### Met1 routing

Scale bar: 20 µm.
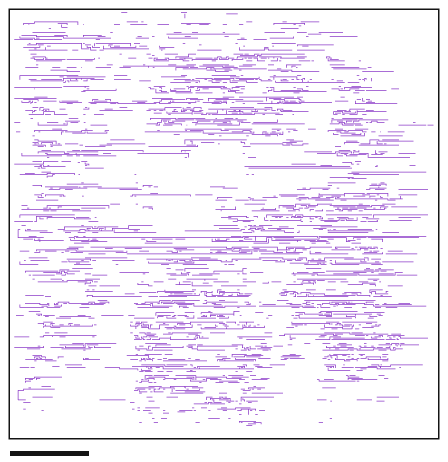
### Met2 routing

Scale bar: 20 µm. Cells faint in the background.
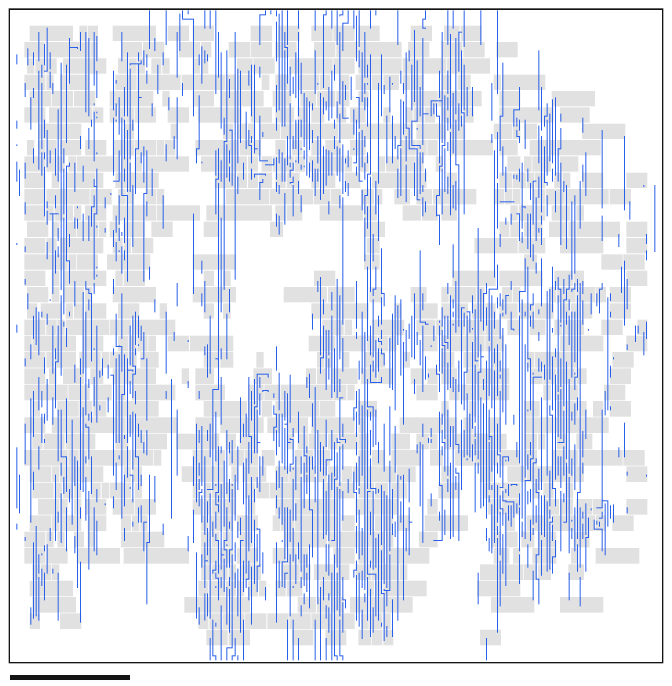
### Metal 3

Scale bar: 20 µm. Cells faint in the background.
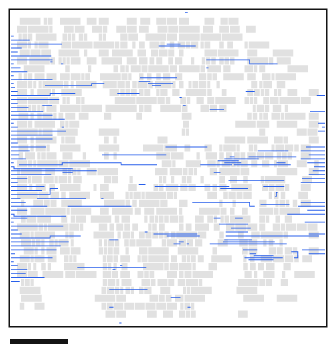
**config.mk**
```make
export PLATFORM = sky130hd
export DESIGN_NAME = sweep_capture_gate
export DESIGN_NICKNAME = d
export VERILOG_FILES = /design/src/rtl/sweep_capture_gate.sv
export SDC_FILE = /design/constraint.sdc
export NUM_CORES = 1
export LEC_CHECK = 0
export CAP_MARGIN = 25
export CORE_MARGIN = 2
export CORE_UTILIZATION = 45
export CTS_CLUSTER_SIZE = 24
export DETAILED_ROUTE_END_ITERATION = 16
export PLACE_DENSITY = 0.86
export SYNTH_ARGS = -nofsm -noshare
export SYNTH_HDL_FRONTEND = slang
export SYNTH_SLANG_ARGS = --single-unit
```
**constraint.sdc**
```tcl
create_clock -name clk -period 3.6 [get_ports clk]
set_input_delay 0.54 -clock clk [delete_from_list [all_inputs] [get_ports clk]]
set_output_delay 0.54 -clock clk [all_outputs]
set_load 0.005 [all_outputs]
```
**src/rtl/sweep_capture_gate.sv**
```systemverilog
// rtl/sweep_capture_gate.sv - profile-hop settle gate and fixed-length burst forwarder
//
// Watches the sweeper's profile index. After each hop it waits a programmable
// PLL settle time. It then forwards a burst of capture_len RX samples, each tagged
// with its profile, over a valid/ready stream. After the burst it idles until the
// next hop.
//
// Ports:
//   clk, reset            sample-domain clock, synchronous active-high reset
//   enable                run enable; low returns the gate to IDLE
//   settle_cycles         settle wait, latched when SETTLE is (re)entered
//   capture_len           burst length, latched on entry to CAPTURE (0 acts as 1)
//   profile_i             current profile index from the sweeper
//   s_data, s_valid       RX sample stream (cannot be stalled)
//   m_data, m_profile,
//   m_last, m_valid,
//   m_ready               tagged output stream to the capture/DMA path
//   drop_count            saturating count of samples lost to backpressure
//   abort_count           saturating count of bursts cut short by a profile hop

module sweep_capture_gate #(
   parameter int DATA_W    = 32,
   parameter int CNT_W     = 16,
   parameter int PROFILE_W = 3
) (
   input  logic                 clk,
   input  logic                 reset,
   input  logic                 enable,
   input  logic [CNT_W-1:0]     settle_cycles,
   input  logic [CNT_W-1:0]     capture_len,
   input  logic [PROFILE_W-1:0] profile_i,
   input  logic [DATA_W-1:0]    s_data,
   input  logic                 s_valid,
   output logic [DATA_W-1:0]    m_data,
   output logic [PROFILE_W-1:0] m_profile,
   output logic                 m_last,
   output logic                 m_valid,
   input  logic                 m_ready,
   output logic [15:0]          drop_count,
   output logic [7:0]           abort_count
);

   typedef enum logic [1:0] {
      IDLE     = 2'd0,
      SETTLE   = 2'd1,
      CAPTURE  = 2'd2,
      WAIT_CHG = 2'd3
   } state_t;

   state_t               state, state_nxt;
   logic [PROFILE_W-1:0] profile_q;
   logic [CNT_W-1:0]     settle_cnt, settle_cnt_nxt;
   // Samples still owed in the current burst; the beat loaded while this is 1 is the last.
   logic [CNT_W-1:0]     sample_cnt, sample_cnt_nxt;
   logic                 change;
   logic                 accept;
   logic                 drop;
   logic                 abort;
   logic                 last_beat;

   assign change    = (state != IDLE) && (profile_i != profile_q);
   assign last_beat = (sample_cnt == CNT_W'(1));

   always_comb begin
      state_nxt      = state;
      settle_cnt_nxt = settle_cnt;
      sample_cnt_nxt = sample_cnt;
      accept         = 1'b0;
      drop           = 1'b0;
      abort          = 1'b0;

      // Disable outranks a simultaneous hop, so no counter moves in that cycle.
      if (!enable) begin
         state_nxt = IDLE;
      end else begin
         case (state)
            IDLE: begin
               state_nxt      = SETTLE;
               settle_cnt_nxt = settle_cycles;
            end
            SETTLE: begin
               if (change) begin
                  settle_cnt_nxt = settle_cycles;
               end else if (settle_cnt == '0) begin
                  state_nxt      = CAPTURE;
                  sample_cnt_nxt = (capture_len == '0) ? CNT_W'(1) : capture_len;
               end else begin
                  settle_cnt_nxt = settle_cnt - CNT_W'(1);
               end
            end
            CAPTURE: begin
               if (change) begin
                  // The last beat has not been loaded yet, or we would be in WAIT_CHG.
                  abort          = 1'b1;
                  state_nxt      = SETTLE;
                  settle_cnt_nxt = settle_cycles;
               end else if (s_valid) begin
                  if (!m_valid || m_ready) begin
                     accept         = 1'b1;
                     sample_cnt_nxt = sample_cnt - CNT_W'(1);
                     if (last_beat) begin
                        state_nxt = WAIT_CHG;
                     end
                  end else begin
                     drop = 1'b1;
                  end
               end
            end
            WAIT_CHG: begin
               if (change) begin
                  state_nxt      = SETTLE;
                  settle_cnt_nxt = settle_cycles;
               end
            end
            default: begin
               state_nxt = IDLE;
            end
         endcase
      end
   end

   always_ff @(posedge clk) begin
      if (reset) begin
         state       <= IDLE;
         profile_q   <= '0;
         settle_cnt  <= '0;
         sample_cnt  <= '0;
         m_valid     <= 1'b0;
         m_last      <= 1'b0;
         m_data      <= '0;
         m_profile   <= '0;
         drop_count  <= '0;
         abort_count <= '0;
      end else begin
         state      <= state_nxt;
         profile_q  <= profile_i;
         settle_cnt <= settle_cnt_nxt;
         sample_cnt <= sample_cnt_nxt;

         // The output register only reloads when free or draining, so a stalled beat stays put.
         if (accept) begin
            m_valid   <= 1'b1;
            m_data    <= s_data;
            m_profile <= profile_q;
            m_last    <= last_beat;
         end else if (m_ready) begin
            m_valid <= 1'b0;
         end

         if (drop && (drop_count != 16'hFFFF)) begin
            drop_count <= drop_count + 16'd1;
         end
         if (abort && (abort_count != 8'hFF)) begin
            abort_count <= abort_count + 8'd1;
         end
      end
   end

endmodule

```
==> Slide: Implementation Results <==
Run Summary

Status
  • Status: complete, no violations

Logic synthesis
  • Chip area in the Yosys report: 0.004925 mm²
  • Area leader, netlist: sky130_fd_sc_hd__dfxtp_1
  • Post-synthesis cell count: 624
  • Sequential cell area fraction in the yosys report: 39.84%
  • Unique cell types: 58
  • Top area contributor share: 39.84%
  • Fraction of synthesis flops using an asynchronous set or reset pin: 0%
  • Area fraction in full adders, half adders and majority gates: 2.541%
  • Combined area of all synthesized cells: 0.004925 mm²
  • Simple-gate share of the synthesized area: 27.18%
  • Main area contributors after synthesis: sky130_fd_sc_hd__dfxtp_1 (40%), sky130_fd_sc_hd__nand2_1 (8.2%), sky130_fd_sc_hd__a21oi_1 (8.1%)
  • Number of cells in Yosys stat: 624
  • Synthesized net count: 706
  • Area fraction in xor and xnor cells: 1.778%
  • Top cells by instance count after synthesis: sky130_fd_sc_hd__nand2_1 (108), sky130_fd_sc_hd__dfxtp_1 (98), sky130_fd_sc_hd__a21oi_1 (80), sky130_fd_sc_hd__clkbuf_1 (33), sky130_fd_sc_hd__nor2_1 (29)
  • Post-synthesis compound-gate area fraction: 22.82%
  • EDFF count, synth: 0
  • Mean instance size in the synthesized netlist: 7.892 µm²

STA
  • Remaining max-slew budget at the tightest pin: 41.99%
  • Measured slew at the worst slew-check pin: 0.8621 ns
  • Tcrit/Tclk final: 77.89%
  • Fin Hold WS: 0.4615 ns
  • Final Hold Vio Count: 0
  • Setup Viol. Count Final: 0
  • RSZ-0062 raised after global routing: false

Final layout
  • Number of logic gates: 472
  • Clock buf/inv share: 3.213%
  • Antenna diodes: 0
  • Count of filler cells inserted in the layout: 951
  • Seq/total area: 29.81%
  • Highest-count cells in the layout ignoring fill and taps: sky130_fd_sc_hd__clkdlybuf4s50_1 (131), sky130_fd_sc_hd__nand2_1 (108), sky130_fd_sc_hd__dfxtp_1 (98)
  • Post-route design area: 0.006581 mm²
  • Combined flip-flop and latch cell area: 0.001962 mm²
  • Final core utilization: 61.25%
  • Highest-count logic cell in the final layout: sky130_fd_sc_hd__clkdlybuf4s50_1
  • Clock Buffer Count: 10
  • Max reg flops: 32
  • Fraction of standard cell area in multi-input logic: 41.98%
  • Count of plain and timing-repair buffers in the layout: 144

Worst setup path
  • Startpoint of the most critical register-to-register path: settle_cnt[0]
  • Critical path data arrival time: 3.11 ns
  • Longest individual stage delay on the worst path: 0.53 ns
  • Worst setup path end: sample_cnt[9]
  • Startpoint-to-endpoint class of the critical path: flop to flop
  • Data required time at the worst endpoint: 3.91 ns
  • Max FO, Critical Path: 20
  • Setup crit end kind: flop
  • Count of cell instances traversed by the critical path: 8
  • Origin of the worst setup path: settle_cnt[0]
  • Worst path buffer plus inverter count: 2
  • Cell with the largest stage delay on the worst path: sky130_fd_sc_hd__or3b_2
  • Register-to-register setup slack: 0.80 ns
  • Worst reg2reg path endpoint: sample_cnt[9]

Place
  • Setup WS pre-CTS: 0.5375 ns
  • Placed cells: 871
  • Port bufs: 132
  • Cell Area, Placed: 0.006370 mm²

Detailed routing
  • Routed wire length: 14470 µm
  • Wire length on met3: 1334 µm
  • Met2 Routed Length: 6959 µm
  • Initial DRC Count: 331
  • DRC: 0
  • Count of vias placed by the detailed router: 5198
  • Antenna violation net count after detailed routing: 0
  • Vias per std cell: 5.860
  • Routed metal-1 wire length: 5853 µm
  • Topmost layer with routed signal wires: met4

Power
  • Part of the power in combinational logic: 16.7%
  • Switching portion of total power: 28.56%
  • Power density over the cells: 347.1 mW/mm²
  • Net load switching power: 0.0006523 W
  • Total leakage power: 2.176 nW
  • Pwr Total: 0.002284 W
  • Share of total power in sequential cells: 49.7%
  • Worst IR Drop VDD: 0.4361 mV
  • Logic power comb: 0.000380 W
  • Seq group: 0.00113 W

GRT
  • Number of global-route vias before repair: 4956
  • Total overflow reported by the global router: 0
  • Met1 track demand over resource in global routing: 29.11%
  • Most congested layer reported by global routing: met2
  • M2 GR Usage: 40.58%

CTS
  • Buffer cell driving the clock tree root: sky130_fd_sc_hd__clkbuf_8
  • Buffers from clock root to sink, at most: 2
  • CTS clk-pin slew, worst paths: 0.10 ns
  • Sink Count: 98
  • Clock latency at the later pin of the worst-skew pair: 0.39 ns
  • Total of hold buffers inserted after clock tree synthesis: 0
  • Clock tree from TritonCTS: done
  • Total number of H-tree levels: 3

Hold path
  • Min-Delay Path Class: flop to flop
  • Worst-case hold path end point: m_data[2]

Floorplan
  • Area of the die: 0.01180 mm²
  • Horizontal die size: 108.6 µm
  • Tap cells: 140
  • Number of core rows: 38

Run
  • Total tool warning count: 31
Notes on 'Met1 routing' above:
main direction	horizontal
wire length on this layer	5850 µm
longest straight run	42.3 µm
nets with wire on the layer	724

Notes on 'Met2 routing' above:
wire length on this layer	6960 µm
share of all routed wire	48%

Notes on 'Metal 3' above:
main direction	horizontal
nets with wire on the layer	137
wire length on this layer	1340 µm

Power is estimated from default activity; no workload was simulated.
